===== config.mk =====
export PLATFORM = sky130hd
export DESIGN_NAME = mvb_rx_demux_flat
export DESIGN_NICKNAME = d
export VERILOG_FILES = /design/src/rtl/mvb_rx_demux_if.sv /design/src/rtl/mvb_rx_demux.sv /design/src/flat_wrapper.sv
export SDC_FILE = /design/constraint.sdc
export NUM_CORES = 1
export LEC_CHECK = 0
export ABC_AREA = 1
export CAP_MARGIN = 20
export CORE_UTILIZATION = 50
export CTS_CLUSTER_DIAMETER = 120
export CTS_CLUSTER_SIZE = 40
export DETAILED_ROUTE_END_ITERATION = 12
export GPL_TIMING_DRIVEN = 0
export PLACE_DENSITY = 0.72
export SYNTH_ARGS = -nofsm -noshare
export SYNTH_HDL_FRONTEND = slang
export SYNTH_SLANG_ARGS = --single-unit

===== constraint.sdc =====
create_clock -name clk -period 2.5 [get_ports clk]
set_input_delay 0.375 -clock clk [delete_from_list [all_inputs] [get_ports clk]]
set_output_delay 0.375 -clock clk [all_outputs]
set_load 0.01 [all_outputs]

===== src/rtl/mvb_rx_demux_if.sv =====
// MVB receive demux bus: upstream decoder strobes in, word/status out.
`timescale 1ns/1ps
interface mvb_rx_demux_if;
    logic        sd_det;
    logic        sd_master;
    logic [2:0]  len_code;
    logic        bit_in;
    logic        bit_valid;
    logic        nd_err;
    logic        ed_det;
    logic [15:0] word_out;
    logic        word_valid;
    logic [1:0]  sel;
    logic        is_master;
    logic        busy;
    logic        frame_done;
    logic        frame_ok;
    logic        crc_err;
    logic        fmt_err;

    // Upstream decoder side: drives symbol strobes, observes results.
    modport master (
        output sd_det, sd_master, len_code, bit_in, bit_valid, nd_err, ed_det,
        input  word_out, word_valid, sel, is_master, busy,
               frame_done, frame_ok, crc_err, fmt_err
    );

    // Demux side.
    modport slave (
        input  sd_det, sd_master, len_code, bit_in, bit_valid, nd_err, ed_det,
        output word_out, word_valid, sel, is_master, busy,
               frame_done, frame_ok, crc_err, fmt_err
    );
endinterface


===== src/rtl/mvb_rx_demux.sv =====
// MVB frame receiver: splits decoded bits into 16-bit words, checks each
// CRC group's check byte and reports frame status.
`timescale 1ns/1ps
module mvb_rx_demux #(
    parameter int unsigned ED_TIMEOUT = 32
) (
    input  logic           clk,
    input  logic           rst,
    input  logic           rx_en,
    mvb_rx_demux_if.slave  bus
);
    localparam int unsigned TMR_W = $clog2(ED_TIMEOUT + 1);
    localparam logic [6:0]  POLY  = 7'h65;   // x^7+x^6+x^5+x^2+1

    typedef enum logic [1:0] {S_IDLE, S_DATA, S_CRC, S_END} state_t;

    state_t             state_q, state_d;
    logic [15:0]        shift_q, shift_d;
    logic [15:0]        word_q, word_d;
    logic               word_valid_q, word_valid_d;
    logic [1:0]         sel_q, sel_d;
    logic               is_master_q, is_master_d;
    logic               busy_q, busy_d;
    logic               done_q, done_d;
    logic               ok_q, ok_d;
    logic               crc_err_q, crc_err_d;
    logic               fmt_err_q, fmt_err_d;
    logic               crc_flag_q, crc_flag_d;
    logic [6:0]         crc_q, crc_d;
    logic               par_q, par_d;
    logic [5:0]         grp_cnt_q, grp_cnt_d;
    logic [5:0]         grp_last_q, grp_last_d;
    logic [8:0]         bits_left_q, bits_left_d;
    logic [6:0]         chk_q, chk_d;
    logic [2:0]         chk_cnt_q, chk_cnt_d;
    logic [TMR_W-1:0]   timer_q, timer_d;

    logic               fin, fin_fmt, accept, fb;

    // Next-state, datapath and status computation.
    always_comb begin
        state_d      = state_q;
        shift_d      = shift_q;
        word_d       = word_q;
        word_valid_d = 1'b0;
        is_master_d  = is_master_q;
        done_d       = 1'b0;
        ok_d         = ok_q;
        crc_err_d    = crc_err_q;
        fmt_err_d    = fmt_err_q;
        crc_flag_d   = crc_flag_q;
        crc_d        = crc_q;
        par_d        = par_q;
        grp_cnt_d    = grp_cnt_q;
        grp_last_d   = grp_last_q;
        bits_left_d  = bits_left_q;
        chk_d        = chk_q;
        chk_cnt_d    = chk_cnt_q;
        timer_d      = timer_q;
        fin          = 1'b0;
        fin_fmt      = 1'b0;
        accept       = 1'b0;
        fb           = bus.bit_in ^ crc_q[6];

        if (!rx_en) begin
            state_d = S_IDLE;
        end else begin
            case (state_q)
                S_IDLE: begin
                    if (bus.sd_det) begin
                        is_master_d = bus.sd_master;
                        shift_d     = '0;
                        crc_d       = '0;
                        par_d       = 1'b0;
                        crc_flag_d  = 1'b0;
                        grp_cnt_d   = '0;
                        chk_cnt_d   = '0;
                        timer_d     = '0;
                        if (!bus.sd_master && bus.len_code > 3'd4) begin
                            fin     = 1'b1;
                            fin_fmt = 1'b1;
                        end else begin
                            accept      = 1'b1;
                            state_d     = S_DATA;
                            bits_left_d = bus.sd_master ? 9'd16 : (9'(16) << bus.len_code);
                            if (bus.sd_master || bus.len_code == 3'd0) begin
                                grp_last_d = 6'd15;
                            end else if (bus.len_code == 3'd1) begin
                                grp_last_d = 6'd31;
                            end else begin
                                grp_last_d = 6'd63;
                            end
                        end
                    end
                end
                S_DATA: begin
                    if (bus.nd_err || bus.sd_det) begin
                        fin     = 1'b1;
                        fin_fmt = 1'b1;
                    end else if (bus.bit_valid) begin
                        shift_d     = {shift_q[14:0], bus.bit_in};
                        crc_d       = {crc_q[5:0], 1'b0} ^ (fb ? POLY : 7'h00);
                        par_d       = par_q ^ bus.bit_in;
                        grp_cnt_d   = grp_cnt_q + 6'd1;
                        bits_left_d = bits_left_q - 9'd1;
                        if (grp_cnt_q[3:0] == 4'hF) begin
                            word_d       = shift_d;
                            word_valid_d = 1'b1;
                        end
                        if (grp_cnt_q == grp_last_q) begin
                            state_d   = S_CRC;
                            grp_cnt_d = '0;
                            chk_cnt_d = '0;
                        end
                    end
                end
                S_CRC: begin
                    if (bus.nd_err || bus.sd_det) begin
                        fin     = 1'b1;
                        fin_fmt = 1'b1;
                    end else if (bus.bit_valid) begin
                        chk_d     = {chk_q[5:0], bus.bit_in};
                        chk_cnt_d = chk_cnt_q + 3'd1;
                        if (chk_cnt_q == 3'd7) begin
                            // Check byte is the inverted {crc7, even parity over data+crc7}.
                            if ({chk_q, bus.bit_in} != ~{crc_q, ^crc_q ^ par_q}) begin
                                crc_flag_d = 1'b1;
                            end
                            crc_d   = '0;
                            par_d   = 1'b0;
                            timer_d = '0;
                            state_d = (bits_left_q == 9'd0) ? S_END : S_DATA;
                        end
                    end
                end
                S_END: begin
                    if (bus.nd_err || bus.sd_det || bus.bit_valid) begin
                        fin     = 1'b1;
                        fin_fmt = 1'b1;
                    end else if (bus.ed_det) begin
                        fin = 1'b1;
                    end else if (timer_q == TMR_W'(ED_TIMEOUT - 1)) begin
                        fin     = 1'b1;
                        fin_fmt = 1'b1;
                    end else begin
                        timer_d = timer_q + TMR_W'(1);
                    end
                end
                default: state_d = S_IDLE;
            endcase

            if (fin) begin
                state_d   = S_IDLE;
                done_d    = 1'b1;
                fmt_err_d = fin_fmt;
                crc_err_d = crc_flag_d;
                ok_d      = ~crc_flag_d & ~fin_fmt;
            end
        end

        case (state_d)
            S_DATA:  sel_d = 2'b10;
            S_CRC:   sel_d = 2'b11;
            S_END:   sel_d = 2'b01;
            default: sel_d = 2'b00;
        endcase
        if (accept) sel_d = 2'b01;
        busy_d = (state_d != S_IDLE);
    end

    // State and output registers with synchronous reset.
    always_ff @(posedge clk) begin
        if (rst) begin
            state_q      <= S_IDLE;
            shift_q      <= '0;
            word_q       <= '0;
            word_valid_q <= 1'b0;
            sel_q        <= 2'b00;
            is_master_q  <= 1'b0;
            busy_q       <= 1'b0;
            done_q       <= 1'b0;
            ok_q         <= 1'b0;
            crc_err_q    <= 1'b0;
            fmt_err_q    <= 1'b0;
            crc_flag_q   <= 1'b0;
            crc_q        <= '0;
            par_q        <= 1'b0;
            grp_cnt_q    <= '0;
            grp_last_q   <= '0;
            bits_left_q  <= '0;
            chk_q        <= '0;
            chk_cnt_q    <= '0;
            timer_q      <= '0;
        end else begin
            state_q      <= state_d;
            shift_q      <= shift_d;
            word_q       <= word_d;
            word_valid_q <= word_valid_d;
            sel_q        <= sel_d;
            is_master_q  <= is_master_d;
            busy_q       <= busy_d;
            done_q       <= done_d;
            ok_q         <= ok_d;
            crc_err_q    <= crc_err_d;
            fmt_err_q    <= fmt_err_d;
            crc_flag_q   <= crc_flag_d;
            crc_q        <= crc_d;
            par_q        <= par_d;
            grp_cnt_q    <= grp_cnt_d;
            grp_last_q   <= grp_last_d;
            bits_left_q  <= bits_left_d;
            chk_q        <= chk_d;
            chk_cnt_q    <= chk_cnt_d;
            timer_q      <= timer_d;
        end
    end

    assign bus.word_out   = word_q;
    assign bus.word_valid = word_valid_q;
    assign bus.sel        = sel_q;
    assign bus.is_master  = is_master_q;
    assign bus.busy       = busy_q;
    assign bus.frame_done = done_q;
    assign bus.frame_ok   = ok_q;
    assign bus.crc_err    = crc_err_q;
    assign bus.fmt_err    = fmt_err_q;
endmodule


===== src/flat_wrapper.sv =====
// flat-port wrapper written by rule: the top's interface ports become plain ports
module mvb_rx_demux_flat 
#(
    parameter int unsigned ED_TIMEOUT = 32
)
  (clk, rst, rx_en, bus_sd_det, bus_sd_master, bus_len_code, bus_bit_in, bus_bit_valid, bus_nd_err, bus_ed_det, bus_word_out, bus_word_valid, bus_sel, bus_is_master, bus_busy, bus_frame_done, bus_frame_ok, bus_crc_err, bus_fmt_err);
  mvb_rx_demux_if bus_i ();
  input  logic clk;
  input  logic rst;
  input  logic rx_en;
  input wire logic [$bits(bus_i.sd_det)-1:0] bus_sd_det;
  input wire logic [$bits(bus_i.sd_master)-1:0] bus_sd_master;
  input wire logic [$bits(bus_i.len_code)-1:0] bus_len_code;
  input wire logic [$bits(bus_i.bit_in)-1:0] bus_bit_in;
  input wire logic [$bits(bus_i.bit_valid)-1:0] bus_bit_valid;
  input wire logic [$bits(bus_i.nd_err)-1:0] bus_nd_err;
  input wire logic [$bits(bus_i.ed_det)-1:0] bus_ed_det;
  output wire logic [$bits(bus_i.word_out)-1:0] bus_word_out;
  output wire logic [$bits(bus_i.word_valid)-1:0] bus_word_valid;
  output wire logic [$bits(bus_i.sel)-1:0] bus_sel;
  output wire logic [$bits(bus_i.is_master)-1:0] bus_is_master;
  output wire logic [$bits(bus_i.busy)-1:0] bus_busy;
  output wire logic [$bits(bus_i.frame_done)-1:0] bus_frame_done;
  output wire logic [$bits(bus_i.frame_ok)-1:0] bus_frame_ok;
  output wire logic [$bits(bus_i.crc_err)-1:0] bus_crc_err;
  output wire logic [$bits(bus_i.fmt_err)-1:0] bus_fmt_err;
  assign bus_i.sd_det = bus_sd_det;
  assign bus_i.sd_master = bus_sd_master;
  assign bus_i.len_code = bus_len_code;
  assign bus_i.bit_in = bus_bit_in;
  assign bus_i.bit_valid = bus_bit_valid;
  assign bus_i.nd_err = bus_nd_err;
  assign bus_i.ed_det = bus_ed_det;
  assign bus_word_out = bus_i.word_out;
  assign bus_word_valid = bus_i.word_valid;
  assign bus_sel = bus_i.sel;
  assign bus_is_master = bus_i.is_master;
  assign bus_busy = bus_i.busy;
  assign bus_frame_done = bus_i.frame_done;
  assign bus_frame_ok = bus_i.frame_ok;
  assign bus_crc_err = bus_i.crc_err;
  assign bus_fmt_err = bus_i.fmt_err;
  mvb_rx_demux #(.ED_TIMEOUT(ED_TIMEOUT)) u_core (.clk(clk), .rst(rst), .rx_en(rx_en), .bus(bus_i));
endmodule

==> out/qor.txt <==
Hold-fix buffers, CTS: 0
Status: complete, no violations
WHS Endpoint: u_core.chk_cnt_q[1]$_SDFFE_PP0P_
Max clock buf depth: 2
Non-clock buffering overhead: 0.09242
P_sw: 823.1 uW
Metal2 WL: 4.392 mm
Tool warnings: 33
Top Layer Used: met4
Distinct lib cells used: 42
Crit path DAT: 2.54 ns
Yosys cell count: 568
Top cells, area: dfxtp_1 (41%), nand2_1 (12%), a21oi_1 (9.2%)
Maximum VDD drop: 0.2390 mV
GRT busiest layer: met2
Leak Pwr: 0.001872 uW
Row Count: 32
Top delay family on crit path: buffers and inverters
Drt first-iter violations: 162
Comb area share: 0.4421
Crit. End Element: register
Logic pwr share: 0.136
Crit path largest cell delay: 0.45 ns
First-pass GRT wire length: 15.95 mm
DP Worst Slack: -0.1020 ns
Worst setup SP type: register
Top Consumer: sequential cells
Avg Inst Size Synth: 7.311 sq um
Routed Antenna Nets: 0
Comb. pwr: 375 uW
Sum of negative setup slack: 0 ns
Max Cap Violations: 0
Fig. 1: clock nets
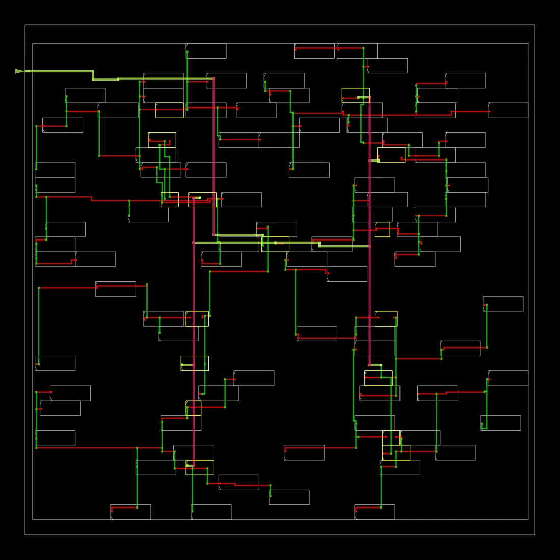
CTS Buf Count: 9
P_clk: 960 uW
Layout Skew: 0.009792 ns

Fig. 2: placement by cell class
(4 px per um)
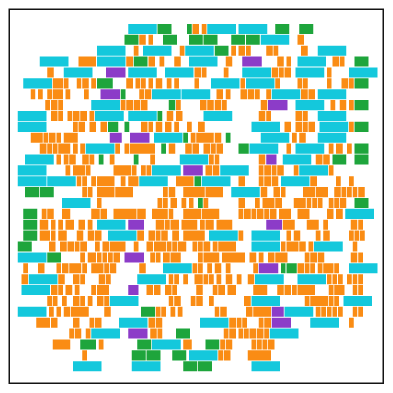
| class | colour | cells | share of their area |
|---|---|---|---|
| clock drivers and dummy loads | purple | 16 | 4.1% |
| flip-flops | cyan | 85 | 36% |
| all other logic | orange | 465 | 50% |
| other buffers and delay cells | green | 53 | 9.5% |

Fig. 3: wiring heat map
(4 px per um) 19 x 19 tiles, from dark purple (low) to yellow (high), scaled to the fullest tile. Values are wire area over tile area, all layers added.
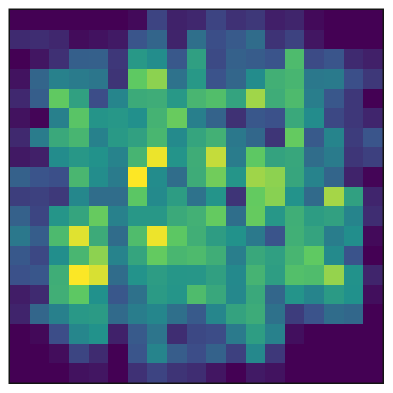
tiles over half the peak: 34%
mean over tiles: 0.17
densest ninth of the die: middle
fullest tile: 0.45

Fig. 4: cell sizes after repair
(3 px per um)
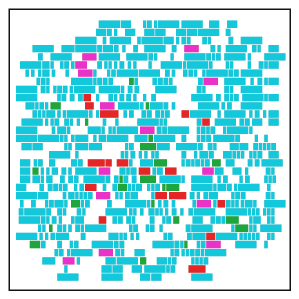
| size | colour | cells | share |
|---|---|---|---|
| drive 1 or less | cyan | 565 | 91% |
| drive 3 to 4 | red | 17 | 2.7% |
| drive 6 and up | magenta | 14 | 2.3% |
| drive 2 | green | 23 | 3.7% |
Syn-to-layout area delta: 16.39%
nonclk buf count: 53
post-route setup slack: 0.2585 ns
design area: 4833 sq um

Fig. 5: M3 wires
(4 px per um) Cells faint in the background.
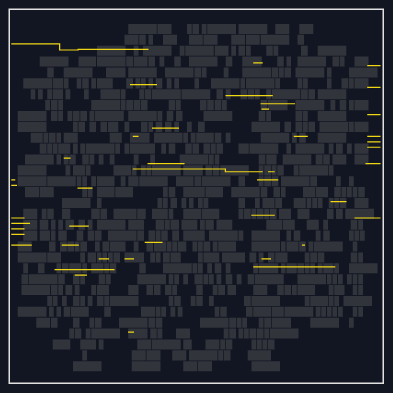
share of all routed wire: 2.6%
longest straight run: 23.0 um
main direction: horizontal
wire length on this layer: 245 um
nets with wire on the layer: 33

Power figures rest on the tool's default switching activity, not on a simulated workload.
